**src/rtl/reaction_timer.sv**
```systemverilog
// Reaction timer: random start delay from an LFSR, then ms-resolution reaction count with best-score tracking.
// Latency: delay_done rises CLK_DIV*target clks after DELAY entry; result_valid pulses the clk after stop/saturation.
// Backpressure: none; stop/clr_hi are single-cycle pulses, delay_en is a level. Optional BCD output via `define REACT_BCD_EN.
module reaction_timer #(
  parameter int CLK_DIV      = 25000,
  parameter int MIN_DELAY_MS = 1000,
  parameter int MAX_MS       = 9999
) (
  input  logic        clk,
  input  logic        rst_n,
  input  logic        delay_en,
  input  logic        stop,
  input  logic        clr_hi,
  output logic        delay_done,
  output logic        result_valid,
  output logic [13:0] reaction_ms,
  output logic [13:0] hi_score,
  output logic        new_hi,
  output logic        early,
  output logic [15:0] react_bcd
);

  localparam int PW = (CLK_DIV > 1) ? $clog2(CLK_DIV) : 1;
  localparam logic [PW-1:0] PRESC_LAST = PW'(CLK_DIV - 1);
  localparam logic [13:0]   MAXV       = 14'(MAX_MS);

  typedef enum logic [1:0] {IDLE, DELAY, TIMING, DONE} state_t;

  state_t        state_q, state_d;
  logic [15:0]   lfsr_q, lfsr_d;
  logic [PW-1:0] presc_q, presc_d;
  logic [13:0]   cnt_q, cnt_d;
  logic [11:0]   tgt_q, tgt_d;
  logic [13:0]   reaction_q, reaction_d;
  logic [13:0]   hi_q, hi_d;
  logic          new_hi_q, new_hi_d;
  logic          early_q, early_d;

  logic          running;
  logic          tick;
  logic [13:0]   cnt_inc;
  logic [13:0]   cnt_tim;
  logic          better;

  assign running = (state_q == DELAY) || (state_q == TIMING);
  assign tick    = running && (presc_q == PRESC_LAST);
  assign cnt_inc = cnt_q + 14'd1;
  // Count value after this cycle's tick (if any), saturated; stop captures this value.
  assign cnt_tim = tick ? ((cnt_inc >= MAXV) ? MAXV : cnt_inc) : cnt_q;

`ifdef REACT_BCD_EN
  logic [15:0] bcd_cnt_q, bcd_cnt_d;
  logic [15:0] bcd_out_q, bcd_out_d;
  logic [15:0] bcd_tim;

  function automatic logic [15:0] bcd_inc(input logic [15:0] b);
    logic [15:0] r;
    logic        c;
    r = b;
    c = 1'b1;
    if (b != 16'h9999) begin
      for (int i = 0; i < 4; i++) begin
        if (c) begin
          if (r[4*i +: 4] == 4'd9) begin
            r[4*i +: 4] = 4'd0;
          end else begin
            r[4*i +: 4] = r[4*i +: 4] + 4'd1;
            c = 1'b0;
          end
        end
      end
    end
    return r;
  endfunction

  assign bcd_tim = tick ? bcd_inc(bcd_cnt_q) : bcd_cnt_q;
`endif

  // Next-state and datapath: FSM transitions, prescaler, counters, result capture.
  always_comb begin
    state_d    = state_q;
    lfsr_d     = {lfsr_q[0] ^ lfsr_q[2] ^ lfsr_q[3] ^ lfsr_q[5], lfsr_q[15:1]};
    presc_d    = '0;
    cnt_d      = cnt_q;
    tgt_d      = tgt_q;
    reaction_d = reaction_q;
    hi_d       = hi_q;
    new_hi_d   = new_hi_q;
    early_d    = early_q;
    better     = 1'b0;
`ifdef REACT_BCD_EN
    bcd_cnt_d  = bcd_cnt_q;
    bcd_out_d  = bcd_out_q;
`endif
    if (running) begin
      presc_d = tick ? '0 : presc_q + PW'(1);
    end

    case (state_q)
      IDLE: begin
        if (delay_en) begin
          tgt_d   = 12'(MIN_DELAY_MS) + {1'b0, lfsr_q[10:0]};
          cnt_d   = '0;
          presc_d = '0;
          state_d = DELAY;
        end
      end
      DELAY: begin
        if (stop) begin
          // False start wins even over the terminal tick.
          state_d    = DONE;
          reaction_d = MAXV;
          early_d    = 1'b1;
          new_hi_d   = 1'b0;
`ifdef REACT_BCD_EN
          bcd_out_d  = 16'h9999;
`endif
        end else if (!delay_en) begin
          state_d = IDLE;
        end else if (tick) begin
          if (cnt_inc == {2'b00, tgt_q}) begin
            state_d   = TIMING;
            cnt_d     = '0;
            presc_d   = '0;
`ifdef REACT_BCD_EN
            bcd_cnt_d = '0;
`endif
          end else begin
            cnt_d = cnt_inc;
          end
        end
      end
      TIMING: begin
        cnt_d = cnt_tim;
`ifdef REACT_BCD_EN
        bcd_cnt_d = bcd_tim;
`endif
        if (stop || (cnt_tim == MAXV)) begin
          state_d    = DONE;
          reaction_d = cnt_tim;
          early_d    = 1'b0;
          better     = (cnt_tim != MAXV) && (cnt_tim < hi_q);
          new_hi_d   = better && !clr_hi;
          if (better) begin
            hi_d = cnt_tim;
          end
`ifdef REACT_BCD_EN
          bcd_out_d  = (cnt_tim == MAXV) ? 16'h9999 : bcd_tim;
`endif
        end
      end
      DONE: begin
        state_d = IDLE;
      end
      default: begin
        state_d = IDLE;
      end
    endcase

    // Clearing the best score overrides any update in the same cycle.
    if (clr_hi) begin
      hi_d = MAXV;
    end
  end

  // State and datapath registers with asynchronous reset.
  always_ff @(posedge clk or negedge rst_n) begin
    if (!rst_n) begin
      state_q    <= IDLE;
      lfsr_q     <= 16'hACE1;
      presc_q    <= '0;
      cnt_q      <= '0;
      tgt_q      <= '0;
      reaction_q <= '0;
      hi_q       <= MAXV;
      new_hi_q   <= 1'b0;
      early_q    <= 1'b0;
    end else begin
      state_q    <= state_d;
      lfsr_q     <= lfsr_d;
      presc_q    <= presc_d;
      cnt_q      <= cnt_d;
      tgt_q      <= tgt_d;
      reaction_q <= reaction_d;
      hi_q       <= hi_d;
      new_hi_q   <= new_hi_d;
      early_q    <= early_d;
    end
  end

`ifdef REACT_BCD_EN
  // BCD counter and captured BCD result registers.
  always_ff @(posedge clk or negedge rst_n) begin
    if (!rst_n) begin
      bcd_cnt_q <= '0;
      bcd_out_q <= '0;
    end else begin
      bcd_cnt_q <= bcd_cnt_d;
      bcd_out_q <= bcd_out_d;
    end
  end

  assign react_bcd = bcd_out_q;
`else
  assign react_bcd = 16'h0000;
`endif

  assign delay_done   = (state_q == TIMING);
  assign result_valid = (state_q == DONE);
  assign reaction_ms  = reaction_q;
  assign hi_score     = hi_q;
  assign new_hi       = new_hi_q;
  assign early        = early_q;

endmodule

```
**config.mk**
```make
export PLATFORM = sky130hd
export DESIGN_NAME = reaction_timer
export DESIGN_NICKNAME = d
export VERILOG_FILES = /design/src/rtl/reaction_timer.sv
export SDC_FILE = /design/constraint.sdc
export NUM_CORES = 1
export LEC_CHECK = 0
export CAP_MARGIN = 20
export CELL_PAD_IN_SITES_DETAIL_PLACEMENT = 2
export CELL_PAD_IN_SITES_GLOBAL_PLACEMENT = 2
export CORE_ASPECT_RATIO = 1.25
export CORE_UTILIZATION = 38
export CTS_BUF_LIST = sky130_fd_sc_hd__clkbuf_2
export DETAILED_ROUTE_END_ITERATION = 16
export GPL_TIMING_DRIVEN = 1
export PLACE_DENSITY_LB_ADDON = 0.1
export SYNTH_ARGS = -nofsm -noshare
export SYNTH_HDL_FRONTEND = slang
export SYNTH_SLANG_ARGS = --single-unit
export TNS_END_PERCENT = 20
```
**constraint.sdc**
```tcl
create_clock -name clk -period 6.2 [get_ports clk]
set_clock_uncertainty 0.2 [all_clocks]
set_input_delay 0.93 -clock clk [delete_from_list [all_inputs] [get_ports clk]]
set_output_delay 0.93 -clock clk [all_outputs]
set_load 0.02 [all_outputs]
```
==> qor.yml <==
final_layout:
  reg.largest.list: "lfsr_q x16, presc_q x15"
  nNonClkBuffers: 52
  nMultiInputCombCells: 458
  clock_area_frac: 0.0213
  fill_cells: 1584
  largest_class: "combinational gates"
  nonClkBufAreaFrac: 0.0780
  largest-register: "lfsr_q"
  largest_reg_flops: 16
  areaGrowthSynthToFinish_pct: 10.5
  clock_buffers: 10
  fin_nets: 660
  seqCellArea_sq_um: 2250
  antenna_cells: 1
  fin_cells: 818
  seq_cell_count: 89
  comb_area_sq_um: 3040
  inv_count: 24
  drive_above_1_share: 0.114
  comb_share: 0.489
final_timing:
  finalCriticalPeriod_ps: 5350
  fmax_ghz: 0.187
  period_used_share: 0.863
  setup_tns_ps: 0
  slew_headroom: 0.313
  fin_ws_ps: 851
  hold_viol: 0
  slew_violations: 0
  holdWs_ps: 58.3
  finalSetupViolations: 0
  max_slew.worst_pin.slew_ps: 1030
floorplanning:
  fp-utilization: 0.391
  dieArea_sq_um: 15300
  pin_count: 53
critical_path:
  rr_startpoint: "cnt_q[2]"
  endpoint_kind: "register"
  crit_slowest_cell: "dfrtp_1"
  r2r_end: "hi_score[4]"
  worstSetupStartpointType: "register"
  worstPathCellList: "nand3_1, nor3_1, nor2_1, a311o_1, a21oi_1, nor2_1, a22oi_1, inv_1, ha_1, a21oi_1, nor2b_1, o21ai_0, a21oi_1, o31a_1, nor4b_1, o21ai_2, buf_8, nor3_1, a31o_1"
  setup.worst_path.start: "cnt_q[2]"
  cp.depth: 19
  path_delay_family: "AND-OR/OR-AND gates"
  r2r_slack_ps: 850
  cp_common_cell: "a21oi_1"
  critical_path_class: "reg -> reg"
  required_ps: 6550
  cp-endpoint: "hi_score[4]"
  path_max_fanout: 25
  crit_buf_inv: 2
  cpPeakStageDelay_ps: 640
  reg2reg_depth: 19
placement:
  dp.cells: 799
  preCtsSetupSlack_ps: 797
  port_buffers: 36
  gp_congestion: 0.916
  post-dp-hpwl_mm: 13.9
grt:
  grtUsageMet1: 0.286
  overflow: 0
  grtUsageMet2: 0.443
  antenna_found_initial: 1
  grt_first_pass_wirelength_mm: 29.6
  use_met3: 0.0377
  grt_pass1_vias: 5365
  grt.busiest_layer: "met2"
  grt_use_total: 0.250
  grt_max_degree: 47
hold_path:
  hold_class: "in -> async"
power_and_ir_drop:
  switchingPower_mw: 0.755
  total_power_mw: 1.82
  top_power_group: "combinational cells"
  sw_frac_of_total: 0.416
  leakage_nw: 2.62
  p_comb_frac: 0.409
  pwr-share-seq: 0.404
  p_int_mw: 1.06
  pg_comb_mw: 0.743
cts:
  cts_htree_levels: 3
  cts_root_buffer: "clkbuf_2"
  hold_buffers: 0
  postCtsSetupBuffers: 0
  cts_made_buffers: 9
  clk_pin_slew_ps: 250
  cts_sinks: 89
  cts_tree: "built"
  clk_path_buf_depth: 2
synthesis:
  top_cells_by_area: "dfrtp_1 32%, dfstp_2 7.5%, ha_1 4.7%"
  numSynthFlops: 89
  synth_top_flop_cell: "dfrtp_1"
  mux_area_frac: 0.0198
  yosysTopAreaCellShare: 0.324
  fa_ha_area_frac: 0.0467
  seq_area_frac_synth: 0.399
  top_area_cell: "dfrtp_1"
  synth-xor-area-share: 0.0682
  synth_cell_types: 82
  yosys_warnings: 0
  logic_family: "AND-OR/OR-AND gates"
  synthCells: 610
  simple_gate_area_frac: 0.196
  ys_sh_aoi: 0.199
  ys_area_sq_um: 5630
  syn_avg_cell_area_sq_um: 9.23
  yosys_cells: 610
  common_cells: "73 x dfrtp_1, 57 x nor2_1, 49 x nand2_1"
  synth-async-reset-ratio: 1.00
routing:
  dr.pass1.iters: 4
  met2_length_mm: 9.71
  wl_met1_mm: 7.19
  top_layer: "met4"
  vias: 4774
  drc: 0
  via_per_inst: 5.84
  postRouteAntennaNets: 0
  wl_mm: 18.2
  wl_met3_um: 582
  avgRoutedWirePerCell_um: 22.2
  drt-initial-drc-count: 246
run_status:
  status: "finished clean"
flow_run:
  log.warning_count: 30
  cap_violations: 0
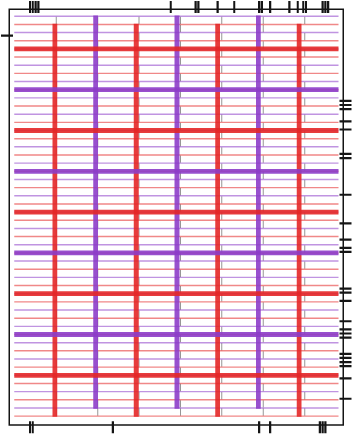
(power grid)
(3 px per um) Pins as bars on the die edge. Tap cells in grey.
| net | colour |
|---|---|
| VSS | red |
| VDD | purple |
met1 rails: 50
signal pins: 53
met4 straps: 7
met5 straps: 9
tap cells: 178
chip width: 111 um
Core Footprint: 14400 sq um
Die Y: 138 um
Peak VDD IR: 0.151 mV

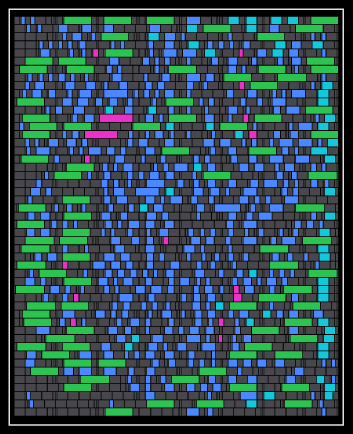
(cell classes on the final placement)
(3 px per um) Fill, decap, tap and diode cells in grey.
| class | colour | cells |
|---|---|---|
| other buffers and delay cells | cyan | 52 |
| all other logic | blue | 482 |
| flip-flops | green | 89 |
| clock drivers and dummy loads | magenta | 16 |
Seq/total area: 0.361
Final Core Density: 0.432
Finished Cell Area: 6220 sq um
std cell rows: 49

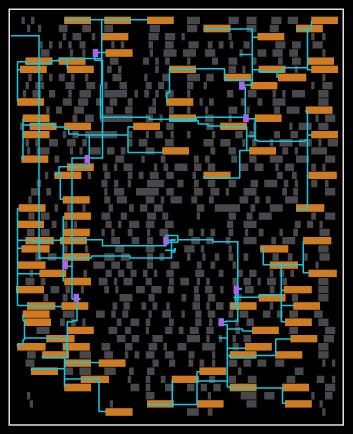
(clock wires, drivers and flops)
(3 px per um)
[clock wires] cyan | length: 1330 um
[cells driving clock nets] purple | count: 9
[flip-flops] orange | count: 89
routed clock nets: 10
flops lie: widely spread
clock-net power: 0.339 mW
clock share of power: 0.187
clk latency late pin: 610 ps

Power figures rest on the tool's default switching activity, not on a simulated workload.
